==> images/layer_met1.png <==
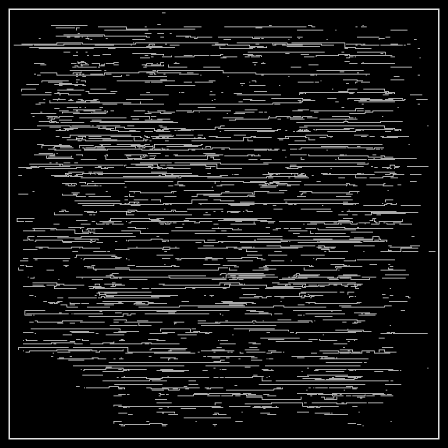
==> images/layer_met2.png <==
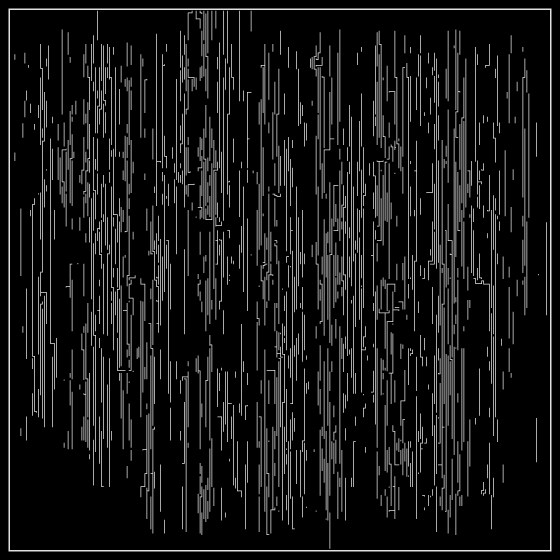
==> images/layer_met3.png <==
Bar = 50 um.
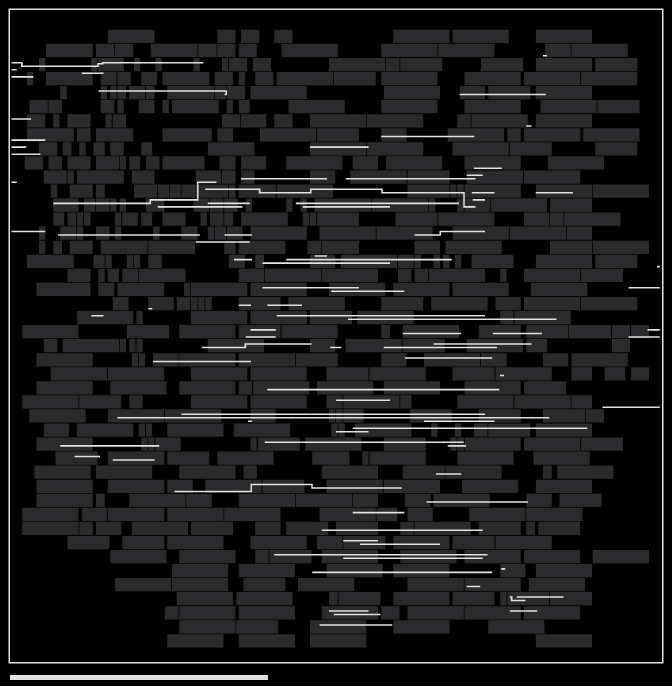
==> images/layer_met4.png <==
Bar = 50 um.
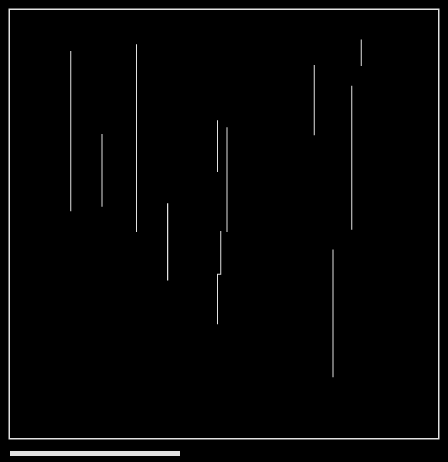
<file path="src/rtl/ram_sdp_fifo.sv">
// First-word-fall-through FIFO on banked 32-entry distributed SDP RAM.
// Handshake in/out, registered occupancy and almost-full, sticky overflow, synchronous flush.
module ram_sdp_fifo #(
  parameter int WIDTH        = 6,
  parameter int DEPTH_LOG2   = 5,
  parameter int AFULL_THRESH = 28
) (
  input  logic                  clk,
  input  logic                  rst_n,
  input  logic                  flush,
  input  logic                  in_valid,
  output logic                  in_ready,
  input  logic [WIDTH-1:0]      in_data,
  output logic                  out_valid,
  input  logic                  out_ready,
  output logic [WIDTH-1:0]      out_data,
  output logic [DEPTH_LOG2:0]   used,
  output logic                  afull,
  output logic                  overflow
);

  localparam int DEPTH = 1 << DEPTH_LOG2;
  localparam int PW    = DEPTH_LOG2 + 1;
  localparam int NBANK = 1 << (DEPTH_LOG2 - 5);
  localparam int BW    = ((WIDTH + 5) / 6) * 6;

  logic [PW-1:0]         wptr, rptr;
  logic [PW-1:0]         wptr_nxt, rptr_nxt, used_nxt;
  logic [DEPTH_LOG2-1:0] waddr, raddr;
  logic                  full, empty, push, pop;
  logic [BW-1:0]         wword;
  logic [WIDTH-1:0]      bank_q [NBANK];

  assign full      = (used == PW'(DEPTH));
  assign empty     = (used == '0);
  assign in_ready  = !full;
  assign out_valid = !empty;
  assign push      = in_valid && !full;
  assign pop       = out_ready && !empty;
  assign waddr     = wptr[DEPTH_LOG2-1:0];
  assign raddr     = rptr[DEPTH_LOG2-1:0];

  // Flush wins over any push or pop presented in the same cycle.
  always_comb begin
    wptr_nxt = wptr;
    rptr_nxt = rptr;
    if (flush) begin
      wptr_nxt = '0;
      rptr_nxt = '0;
    end else begin
      if (push) wptr_nxt = wptr + PW'(1);
      if (pop)  rptr_nxt = rptr + PW'(1);
    end
  end

  assign used_nxt = wptr_nxt - rptr_nxt;

  // NOTE: state registers use non-blocking assignments so every flop samples pre-edge values.
  always_ff @(posedge clk or negedge rst_n) begin
    if (!rst_n) begin
      wptr     <= '0;
      rptr     <= '0;
      used     <= '0;
      afull    <= 1'b0;
      overflow <= 1'b0;
    end else begin
      wptr  <= wptr_nxt;
      rptr  <= rptr_nxt;
      used  <= used_nxt;
      afull <= (used_nxt >= PW'(AFULL_THRESH));
      if (flush)                overflow <= 1'b0;
      else if (in_valid && full) overflow <= 1'b1;
    end
  end

  // Zero-extend the write word to the 6-bit-granular bank width.
  always_comb begin
    wword              = '0;
    wword[WIDTH-1:0]   = in_data;
  end

  for (genvar b = 0; b < NBANK; b++) begin : g_bank
    logic [BW-1:0] ram [32];
    logic          wsel;

    assign wsel = ((waddr >> 5) == DEPTH_LOG2'(b));

    // NOTE: RAM contents have no reset so the array maps onto distributed LUT RAM.
    always_ff @(posedge clk) begin
      if (push && !flush && wsel) ram[waddr[4:0]] <= wword;
    end

    assign bank_q[b] = ram[raddr[4:0]][WIDTH-1:0];
  end

  always_comb begin
    out_data = bank_q[0];
    for (int b = 1; b < NBANK; b++) begin
      if ((raddr >> 5) == DEPTH_LOG2'(b)) out_data = bank_q[b];
    end
  end

endmodule

</file>
<file path="config.mk">
export PLATFORM = sky130hd
export DESIGN_NAME = ram_sdp_fifo
export DESIGN_NICKNAME = d
export VERILOG_FILES = /design/src/rtl/ram_sdp_fifo.sv
export SDC_FILE = /design/constraint.sdc
export NUM_CORES = 1
export LEC_CHECK = 0
export CORE_MARGIN = 2
export CORE_UTILIZATION = 58
export CTS_BUF_LIST = sky130_fd_sc_hd__clkbuf_2 sky130_fd_sc_hd__clkbuf_4 sky130_fd_sc_hd__clkbuf_8
export DETAILED_ROUTE_END_ITERATION = 7
export PLACE_DENSITY_LB_ADDON = 0.08
export RECOVER_POWER = 25
export SLEW_MARGIN = 10
export SYNTH_ARGS = -nofsm -noshare
export SYNTH_HDL_FRONTEND = slang
export SYNTH_SLANG_ARGS = --single-unit
</file>
<file path="constraint.sdc">
create_clock -name clk -period 4.3 [get_ports clk]
set_input_delay 0.86 -clock clk [delete_from_list [all_inputs] [get_ports clk]]
set_output_delay 0.86 -clock clk [all_outputs]
set_load 0.01 [all_outputs]
</file>
==> flow_results.org <==
* Implementation run

** Critical path
- STA classifies the critical path startpoint as a flip-flop.
- On the critical path, the stage with the largest delay is an instance of sky130_fd_sc_hd__dfrtp_4.
- Critical setup path kind :: reg2out
- Data arrival time of the critical path :: 3.26 ns
- Biggest cell delay along the critical path :: 0.62 ns
- The worst register-to-register path begins at used[3].
- Buffers plus inverters on the worst setup path :: 2
- Along the worst path, the maximum fanout reaches 16.
- Largest delay contributor family on the critical path :: multiplexers
- The worst setup path is captured at an output port.

** Outcome
- The flow ran to the end, but the final reports show violations.
- Violated checks :: capacitance limit, slew limit

** Cells and area
- Proportion of layout cells with a drive suffix above 1 :: 28.4%
- Looking at the area split, the leading class of cells is registers.
- For this run, the script counts the antenna cells in the layout as 0.
- The fraction of cell area in sequential cells is reported as 64.2%.
- Sequential cells placed in the final layout were counted as 212.
- Tally of filler cells in the layout :: 982
- Multi-input combinational gate total :: 192
- Multi-input combinational cell area :: roughly 0.0022 mm^2
- Buffer share of cell area :: 3.41%
- Buffers excl. clock :: 34

** STA
- Counting pins that exceed their max-slew limit in the final report gives between 60 and 70.
- Period utilisation layout :: ~96%
- After routing, the total negative slack on setup checks comes to 0 ns.
- The final timing report lists a hold violation count of 0.
- Setup repair after global routing left no endpoint under its margin.
- Maximum operating frequency :: 0.243 GHz
- Layout Skew :: roughly 0.019 ns
- Per the slew report, the remaining headroom to the max-slew limit stands at -2.63%.
- Worst Tran Pin Value :: about 1.5 ns

** Routing
- Pre-antenna DRT Iters :: 4
- In the detailed route, the total length drawn on met2 is between 8000 and 9000 um.
- In the routed layout, each cell is associated on average with a via count of 6.19.
- For this block, the initial DRC count from the detailed router was 439.
- Residual antenna-violating net count after detailed routing :: 0

** Synthesis
- Multiplexer share :: 16.5%
- Biggest area contributors in the synthesized netlist :: sky130_fd_sc_hd__edfxtp_1, sky130_fd_sc_hd__mux4_2, sky130_fd_sc_hd__dfrtp_1
- After synthesis, the largest area contributor takes up between 60% and 70% of total cell area.
- Yosys simple share :: under 10%
- Register bit count reported by yosys :: about 210
- Most frequent cells after synthesis :: sky130_fd_sc_hd__edfxtp_1, sky130_fd_sc_hd__mux4_2, sky130_fd_sc_hd__nor2_1, sky130_fd_sc_hd__dfrtp_1, sky130_fd_sc_hd__clkbuf_1
- Synthesized netlist cell count :: 437
- Mapped Nets :: 459
- Number of cells in Yosys stat :: between 400 and 500
- Area share of and-or/or-and cells after synthesis :: under 10%
- Mapped cell area :: 0.00865 mm^2
- Synth async-reset ratio :: 9.43%
- Of the combinational cells, the family taking the most area is multiplexers.
- The biggest area contributor in the post-synthesis netlist is sky130_fd_sc_hd__edfxtp_1.
- Area figure in the yosys stat output :: 0.00865 mm^2
- Yosys printed 0 warnings.
- Number of different library cells in the post-synthesis netlist :: 37

** Placement
- Post-DP HPWL :: 10,800 um

** Floorplan
- X dimension of the die :: around 130 um
- Initial core utilization :: approximately three fifths
- The die is 126 um tall.
- Number of tap cells inserted :: around 180
- Num rows :: 44

** Clocking
- Hold buffer count at cts :: 0
- Clock tree from TritonCTS :: yes
- Gates resized during post-CTS repair numbered 0.
- In the CTS report, the clock slew at the register clock pins of the worst setup and hold paths is listed as 0.06 ns.
- The skew report gives the latency at the later pin of the worst-skew pair as 0.52 ns.
- Looking at the post-CTS report, the setup buffer insertion count equals 0.
- Looking at the clock tree report, the root buffer type is sky130_fd_sc_hd__clkbuf_8.

** Job
- Per the run summary, max-cap violations total 3.
- Warnings raised by the tools during the run amount to 29.

** Pwr
- Sequential cell fraction of total power :: 47.2%
- Total chip power :: approximately 5.0 mW
- Dividing total power by cell area gives a power density of 514 mW/mm^2.
- Per the OpenROAD power report, switching power amounts to 1.28 mW.
- The share of total power dissipated in the clock network is 33.4%.
- In the power breakdown, the internal column shows 3.74 mW.

** Global routing
- Global Route Usage Sum :: a little under a quarter
- GRT met3 Usage :: between 6 and 7%
- Congestion Overflow GR :: 0
- Entering global routing, the biggest net connects 53 pins.
-- layer_met1.png (at the start) --
The wires run mostly horizontal. The layer holds 42% of the routed length. The layer carries 7,490 um of wire. The longest straight run is 48.3 um.
Vias: 4,302
met1 demand-to-capacity share in global routing: 33.8%
routed wire length: 17,700 um

-- layer_met2.png (at the start) --
The layer carries 8,510 um of wire. The wires run mostly vertical.

-- layer_met3.png (at the start) --
The layer carries 1,380 um of wire. 61 nets have wire on it. The wires run mostly horizontal.

-- layer_met4.png (at the start) --
The layer holds 1.8% of the routed length. 8 nets have wire on it. The wires run mostly vertical.

[power groups by stage]
stage | clock network [mW] | registers [mW] | logic (mW)
after floorplan | 0 | 2.38 | 0.646
after CTS | 1.70 | 2.37 | 0.984
after global routing | 1.80 | 2.38 | 1.04
after global placement | 0 | 2.41 | 0.971
final | 1.68 | 2.37 | 0.971
after detailed placement | 0 | 2.41 | 0.980
[per-stage QoR]
| stage | cell area, um^2 | utilization, % | std cells | setup slack [ns] | hold WS, ns |
|---|---|---|---|---|---|
| 2_1_floorplan | 8650 | - | 437 | 1.46 | 0.521 |
| 3_3_place_gp | 9120 | 62.7 | 632 | 0.692 | 0.489 |
| 5_1_grt | 9770 | 67.2 | 695 | 0.0624 | 0.565 |
| 3_5_place_dp | 9120 | 62.7 | 632 | 0.687 | 0.503 |
| 6_report | 9770 | 67.2 | 695 | 0.182 | 0.513 |
| 4_1_cts | 9790 | 67.4 | 695 | 0.125 | 0.520 |
[cell usage in the layout (no fill, tap or decap), drive strengths merged, types with 3 or more instances in the layout]
cell type / instances
a21o: 4
a21oi: 6
buf: 8
clkbuf: 54
clkdlybuf4s50: 22
clkinv: 11
dfrtp: 20
edfxtp: 192
ha: 10
inv: 11
mux2: 6
mux4: 60
nand2: 10
nand3: 3
nand3b: 4
nand4: 4
nor2: 47
or2: 6
xnor2: 4
xor2: 8
[state kept, by name (all words and copies together), names as in the netlist]
signal / flops
g_bank.ram: 192
wptr: 6
rptr: 6
afull: 1
used: 6
overflow: 1
[final timing paths]
path,endpoint,slack (ns),cells past startpoint
worst max-delay path,out_data[5],0.18,5
worst min-delay path,overflow,0.51,2
worst max register to register,afull,1.31,11
worst min register to register,overflow,0.51,2
max in group asynchronous,rptr[0],2.78,1
min in group asynchronous,rptr[2],0.86,1
Power and IR drop assume default switching activity.
